Fig. 1: run 1, M1 wires
Scale: 8 px per um.
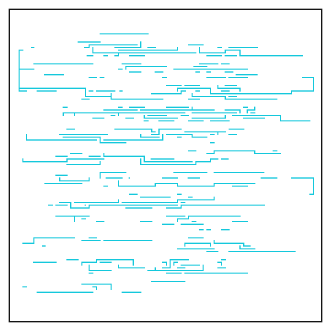
Fig. 2: run 1, zoomed window
Window x 14 to 39, y 14 to 39 um. Cells in grey, sequential cells in the stronger grey; small squares are vias.
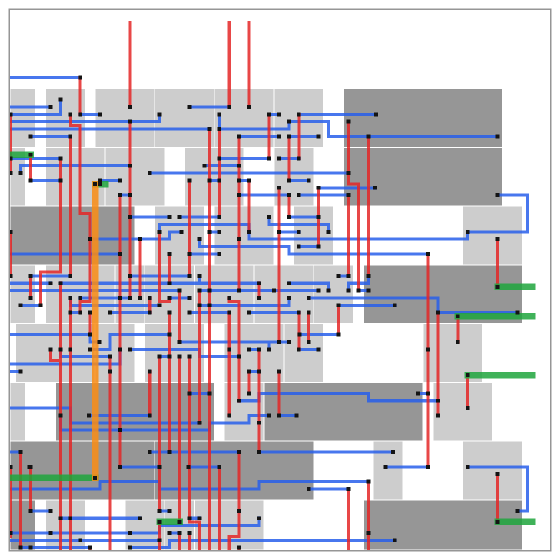
Fig. 3: run 1, where the registers sit
Scale: 12 px per um. Other sequential cells in the stronger grey, the rest of the logic in the fainter grey.
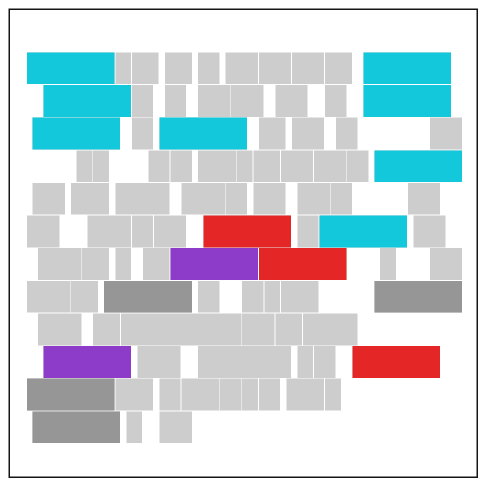
--- config.mk ---
export PLATFORM = sky130hd
export DESIGN_NAME = input_debouncer
export DESIGN_NICKNAME = d
export VERILOG_FILES = /design/src/rtl/input_debouncer.sv
export SDC_FILE = /design/constraint.sdc
export NUM_CORES = 1
export LEC_CHECK = 0
export CAP_MARGIN = 20
export CORE_UTILIZATION = 56
export CTS_BUF_LIST = sky130_fd_sc_hd__clkbuf_2 sky130_fd_sc_hd__clkbuf_4 sky130_fd_sc_hd__clkbuf_8
export DETAILED_ROUTE_END_ITERATION = 10
export PLACE_DENSITY = 0.94
export SLEW_MARGIN = 25
export SYNTH_ARGS = -nofsm -noshare
export SYNTH_HDL_FRONTEND = slang
export SYNTH_SLANG_ARGS = --single-unit
--- constraint.sdc ---
create_clock -name clk -period 3.3 [get_ports clk]
set_clock_uncertainty 0.1 [all_clocks]
set_input_delay 0.66 -clock clk [delete_from_list [all_inputs] [get_ports clk]]
set_output_delay 0.66 -clock clk [all_outputs]
set_load 0.1 [all_outputs]
--- src/rtl/input_debouncer.sv ---
// Debounce front end for the edge detector: 2-flop synchronizer, counter-qualified
// level FSM with registered a_o/busy_o, and a saturating count of aborted transitions.
module input_debouncer #(
    parameter int DEBOUNCE_CYCLES = 4,
    parameter int GLITCH_W        = 8
) (
    input  logic                clk,
    input  logic                reset,
    input  logic                raw_i,
    input  logic                clr_glitch_i,
    output logic                a_o,
    output logic                busy_o,
    output logic [GLITCH_W-1:0] glitch_cnt_o
);

    localparam int CW = $clog2(DEBOUNCE_CYCLES + 1);
    // cnt + 1 == DEBOUNCE_CYCLES is evaluated as cnt == DEBOUNCE_CYCLES - 1
    localparam logic [CW-1:0]       CNT_LAST   = CW'(DEBOUNCE_CYCLES - 1);
    localparam logic [GLITCH_W-1:0] GLITCH_MAX = {GLITCH_W{1'b1}};

    typedef enum logic [1:0] {
        STABLE_LO = 2'd0,
        WAIT_HI   = 2'd1,
        STABLE_HI = 2'd2,
        WAIT_LO   = 2'd3
    } state_t;

    state_t                state_q, state_d;
    logic                  sync1_q, sync2_q;
    logic [CW-1:0]         cnt_q, cnt_d;
    logic                  a_q, a_d;
    logic                  busy_q, busy_d;
    logic [GLITCH_W-1:0]   glitch_q, glitch_d;
    logic                  glitch_evt;

    always_comb begin
        state_d    = state_q;
        cnt_d      = cnt_q;
        a_d        = a_q;
        glitch_evt = 1'b0;
        case (state_q)
            STABLE_LO: begin
                if (sync2_q) begin
                    state_d = WAIT_HI;
                    cnt_d   = CW'(1);
                end
            end
            WAIT_HI: begin
                if (!sync2_q) begin
                    state_d    = STABLE_LO;
                    cnt_d      = '0;
                    glitch_evt = 1'b1;
                end else if (cnt_q == CNT_LAST) begin
                    state_d = STABLE_HI;
                    a_d     = 1'b1;
                    cnt_d   = '0;
                end else begin
                    cnt_d = cnt_q + CW'(1);
                end
            end
            STABLE_HI: begin
                if (!sync2_q) begin
                    state_d = WAIT_LO;
                    cnt_d   = CW'(1);
                end
            end
            WAIT_LO: begin
                if (sync2_q) begin
                    state_d    = STABLE_HI;
                    cnt_d      = '0;
                    glitch_evt = 1'b1;
                end else if (cnt_q == CNT_LAST) begin
                    state_d = STABLE_LO;
                    a_d     = 1'b0;
                    cnt_d   = '0;
                end else begin
                    cnt_d = cnt_q + CW'(1);
                end
            end
            default: begin
                state_d = STABLE_LO;
                cnt_d   = '0;
                a_d     = 1'b0;
            end
        endcase

        busy_d = (state_d == WAIT_HI) || (state_d == WAIT_LO);

        // Clear takes priority over a coincident glitch event
        glitch_d = glitch_q;
        if (clr_glitch_i) begin
            glitch_d = '0;
        end else if (glitch_evt && (glitch_q != GLITCH_MAX)) begin
            glitch_d = glitch_q + GLITCH_W'(1);
        end
    end

    always_ff @(posedge clk) begin
        if (reset) begin
            sync1_q  <= 1'b0;
            sync2_q  <= 1'b0;
            state_q  <= STABLE_LO;
            cnt_q    <= '0;
            a_q      <= 1'b0;
            busy_q   <= 1'b0;
            glitch_q <= '0;
        end else begin
            sync1_q  <= raw_i;
            sync2_q  <= sync1_q;
            state_q  <= state_d;
            cnt_q    <= cnt_d;
            a_q      <= a_d;
            busy_q   <= busy_d;
            glitch_q <= glitch_d;
        end
    end

    assign a_o          = a_q;
    assign busy_o       = busy_q;
    assign glitch_cnt_o = glitch_q;

endmodule

==> impl_metrics.csv, run 1 <==
group,metric,value,unit
status,status,"finished, final reports clean",
min_path,worstHoldPathCells,1,
logic_synthesis,synth-xor-area-share,0.0592,
timing,min_period,1.83,ns
timing,slew_viol_final,0,
die,die_y,38.9,um
logic_synthesis,mux_share,0.0263,
logic_synthesis,aoi_share,0.161,
global_routing,overflow,0,
route,dr.pass1.iters,4,
min_path,min_path_type,"flop to flop",
clock_tree,cts_tree,"yes",
cells_and_area,nets,100,
critical_path,worst-path-max-fanout,7,
global_routing,grt_pass1_wl,2310,um
logic_synthesis,synthCells,79,
logic_synthesis,ys.flop_type,"dfxtp_1",
cells_and_area,drive_gt1_frac,0.183,
power_and_ir_drop,p_comb,0.0318,mW
route,avgViaCountPerCell,5.73,
global_routing,antenna_found_initial,0,
route,drc_errors,0,
timing,worst_slew_pin_slew,0.336,ns
critical_path,critPathCaptureType,"primary output",
logic_synthesis,fp_nets,85,
cells_and_area,comb_area,395,um^2
timing,relSlewSlack,0.775,
route,route.met2.wl,585,um
power_and_ir_drop,combPwrFrac,0.090,
timing,period_used_share,0.554,
route,drt-total-wl,1290,um
logic_synthesis,ys.flops,17,
logic_synthesis,synth_area_per_cell,9.63,um^2
clock_tree,htree_levels,1,
logic_synthesis,ys_sh_adder,0.0329,
die,std_cell_rows,12,
power_and_ir_drop,clkPwrFrac,0.311,
place,portBuffers,13,
logic_synthesis,top_cell,"dfxtp_1",
cells_and_area,fillers,89,
critical_path,r2r_end,"glitch_cnt_o[7]",
Back to the opening pictures, Fig. 1:
86 nets have wire on it. The wires run mostly horizontal. The longest straight run is 15.2 um.

Back to the opening pictures, Fig. 2:
Key: M2 = red; M4 = orange; M1 = blue; M3 = green
44 logic cells have their middle in the window. Sequential cells in the window: 9. Most frequent: dfxtp_1 (9), buf_4 (7), a21oi_1 (4). Netlist names of flops here include glitch_cnt_o (5), cnt_q (2).

Back to the opening pictures, Fig. 3:
Key: glitch_cnt_o = cyan [sequential cells 8]; state_q = purple [sequential cells 2]; cnt_q = red [sequential cells 3]
Another 4 sequential cells are not coloured.

## run 1: area by class of cell
class / instances / area share
Clock buffer: 3 / 0.0252
Clock inverter: 1 / 0.00560
Inverter: 2 / 0.00840
Multi-Input combinational cell: 57 / 0.443
Sequential cell: 17 / 0.381
Tap cell: 14 / 0.0196
Timing Repair Buffer: 13 / 0.118
## run 1: state kept, by name, indices dropped and copies added, names as in the netlist
signal / cells
glitch_cnt_o: 8
cnt_q: 3
state_q: 2
a_o: 1
busy_o: 1
sync1_q: 1
sync2_q: 1
## run 1: metrics by stage
stage | hold WS (ns) | setup slack [ns]
CTS | 0.357 | 1.47
detailed placement | 0.334 | 1.26
global placement | 0.316 | 1.31
finish | 0.352 | 1.47
floorplan | 0.314 | 1.06
global route | 0.381 | 1.43
Fig. 4: run 1, routing congestion
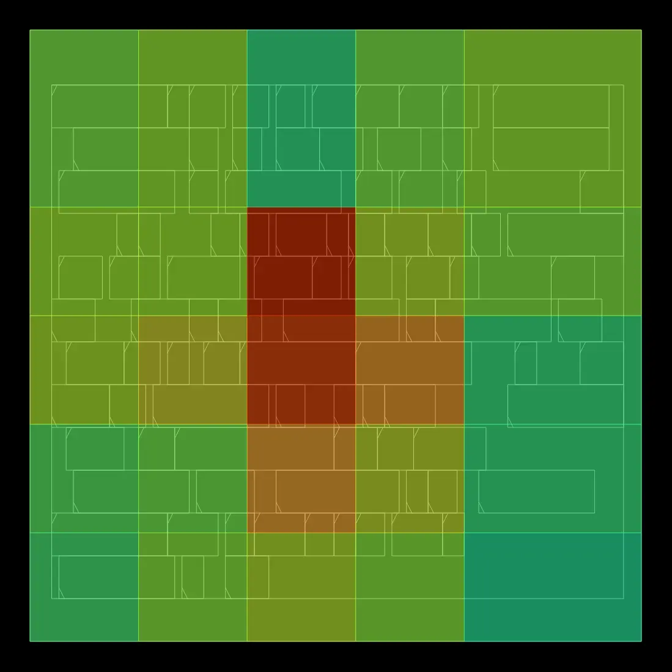

==> inputs of run 2 (changes only) <==
--- a/config.mk
+++ b/config.mk
@@ -6,10 +6,10 @@
 export NUM_CORES = 1
 export LEC_CHECK = 0
 export CAP_MARGIN = 20
-export CORE_UTILIZATION = 56
+export CORE_UTILIZATION = 52
 export CTS_BUF_LIST = sky130_fd_sc_hd__clkbuf_2 sky130_fd_sc_hd__clkbuf_4 sky130_fd_sc_hd__clkbuf_8
 export DETAILED_ROUTE_END_ITERATION = 10
-export PLACE_DENSITY = 0.94
+export PLACE_DENSITY = 0.88
 export SLEW_MARGIN = 25
 export SYNTH_ARGS = -nofsm -noshare
 export SYNTH_HDL_FRONTEND = slang
==> constraint.sdc (replaced) <==
create_clock -name clk -period 1.8 [get_ports clk]
set_clock_uncertainty 0.1 [all_clocks]
set_input_delay 0.36 -clock clk [delete_from_list [all_inputs] [get_ports clk]]
set_output_delay 0.36 -clock clk [all_outputs]
set_load 0.1 [all_outputs]
Fig. 5: run 2, routing congestion
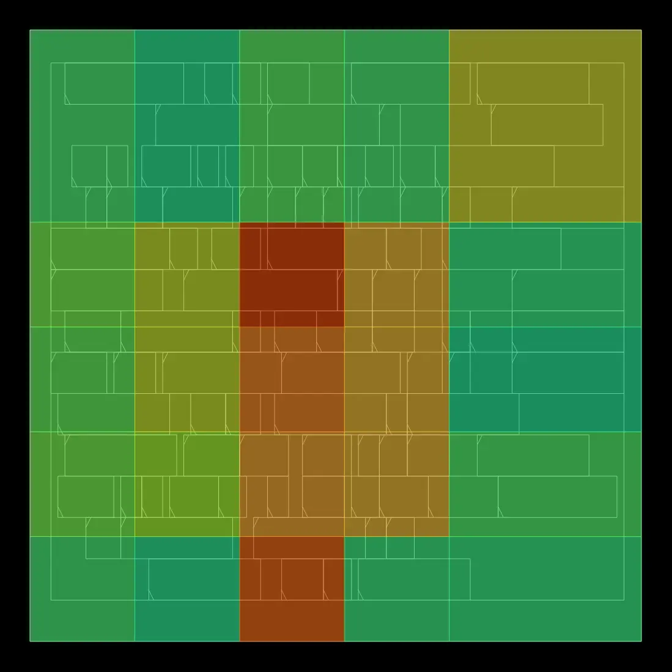
Util after Layout: 0.778
met1 Resource Use GR: 0.271
DR WL/cell: 13.6 um
busiest grt layer: met2
met2 GRT Util: 0.363

Fig. 6: run 2, gate-type map
Scale: 6 px per um.
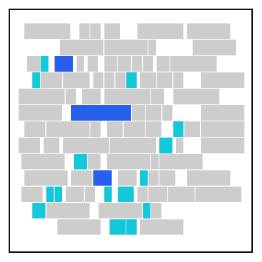
Key: nor cells = cyan [cells 15, most used nor2_1]; xor and xnor cells = blue [cells 3]

==> run 2 against run 1 <==
Against the previous run:
- sequential share of layout area shrank 4.3 points
- clock power grew 83%
- synthesized cell count unchanged
- cell count grew 1.9%
==> impl_metrics.csv, run 2 <==
group,metric,value,unit
die,die_y,40.3,um
global_routing,overflow,0,
logic_synthesis,ys.flops,17,
global_routing,antenna_found_initial,0,
die,std_cell_rows,13,
cells_and_area,largest_register_ffs,8,
route,drc_errors,0,
logic_synthesis,fp_nets,85,
clock_tree,htree_levels,1,
timing,hold-worst-slack,0.360,ns
critical_path,worst-path-max-fanout,10,
cells_and_area,nets,101,
timing,worst_slew_pin_slew,0.291,ns
timing,slew_viol_final,0,
logic_synthesis,synth-xor-area-share,0.0592,
min_path,worstHoldPathCells,1,
logic_synthesis,ys_sh_adder,0.0329,
route,drt-total-wl,1490,um
timing,setup_slack,0.181,ns
logic_synthesis,aoi_share,0.161,
clock_tree,cts_tree,"yes",
status,status,"finished, final reports clean",
critical_path,critPathCaptureType,"flop",
critical_path,r2r_end,"glitch_cnt_o[5]",
place,portBuffers,13,
logic_synthesis,ys.flop_type,"dfxtp_1",
route,dr.pass1.iters,4,
place,pre_cts_slack,0.220,ns
timing,relSlewSlack,0.806,
timing,min_period,1.62,ns
cells_and_area,drive_gt1_frac,0.277,
logic_synthesis,synth_area_per_cell,9.63,um^2
run 2: area by class of cell:
class,instances,area (um^2)
Multi-Input combinational cell,57,395
Sequential cell,17,350
Fill cell,91,297
Timing Repair Buffer,14,238
Clock buffer,3,22.5
Tap cell,15,18.8
Inverter,2,7.51
Clock inverter,1,5.00
run 2: power breakdown:
part           leakage [nW]  switching, mW  internal, mW  total (mW)
clock                0.0177          0.119        0.0825       0.201
combinational         0.205         0.0394        0.0293      0.0687
sequential            0.142        0.00815         0.383       0.391
run 2: cell families (layout without fill, tap and decap cells):
| group | after synthesis | in the layout |
|---|---|---|
| compound gates | 18 | 18 |
| xor+xnor | 3 | 3 |
| fa+ha+maj | 2 | 2 |
| buf+inv | 5 | 20 |
| flops | 17 | 17 |
| mux | 2 | 2 |
| simple gates | 32 | 32 |
Power and IR drop assume default switching activity.
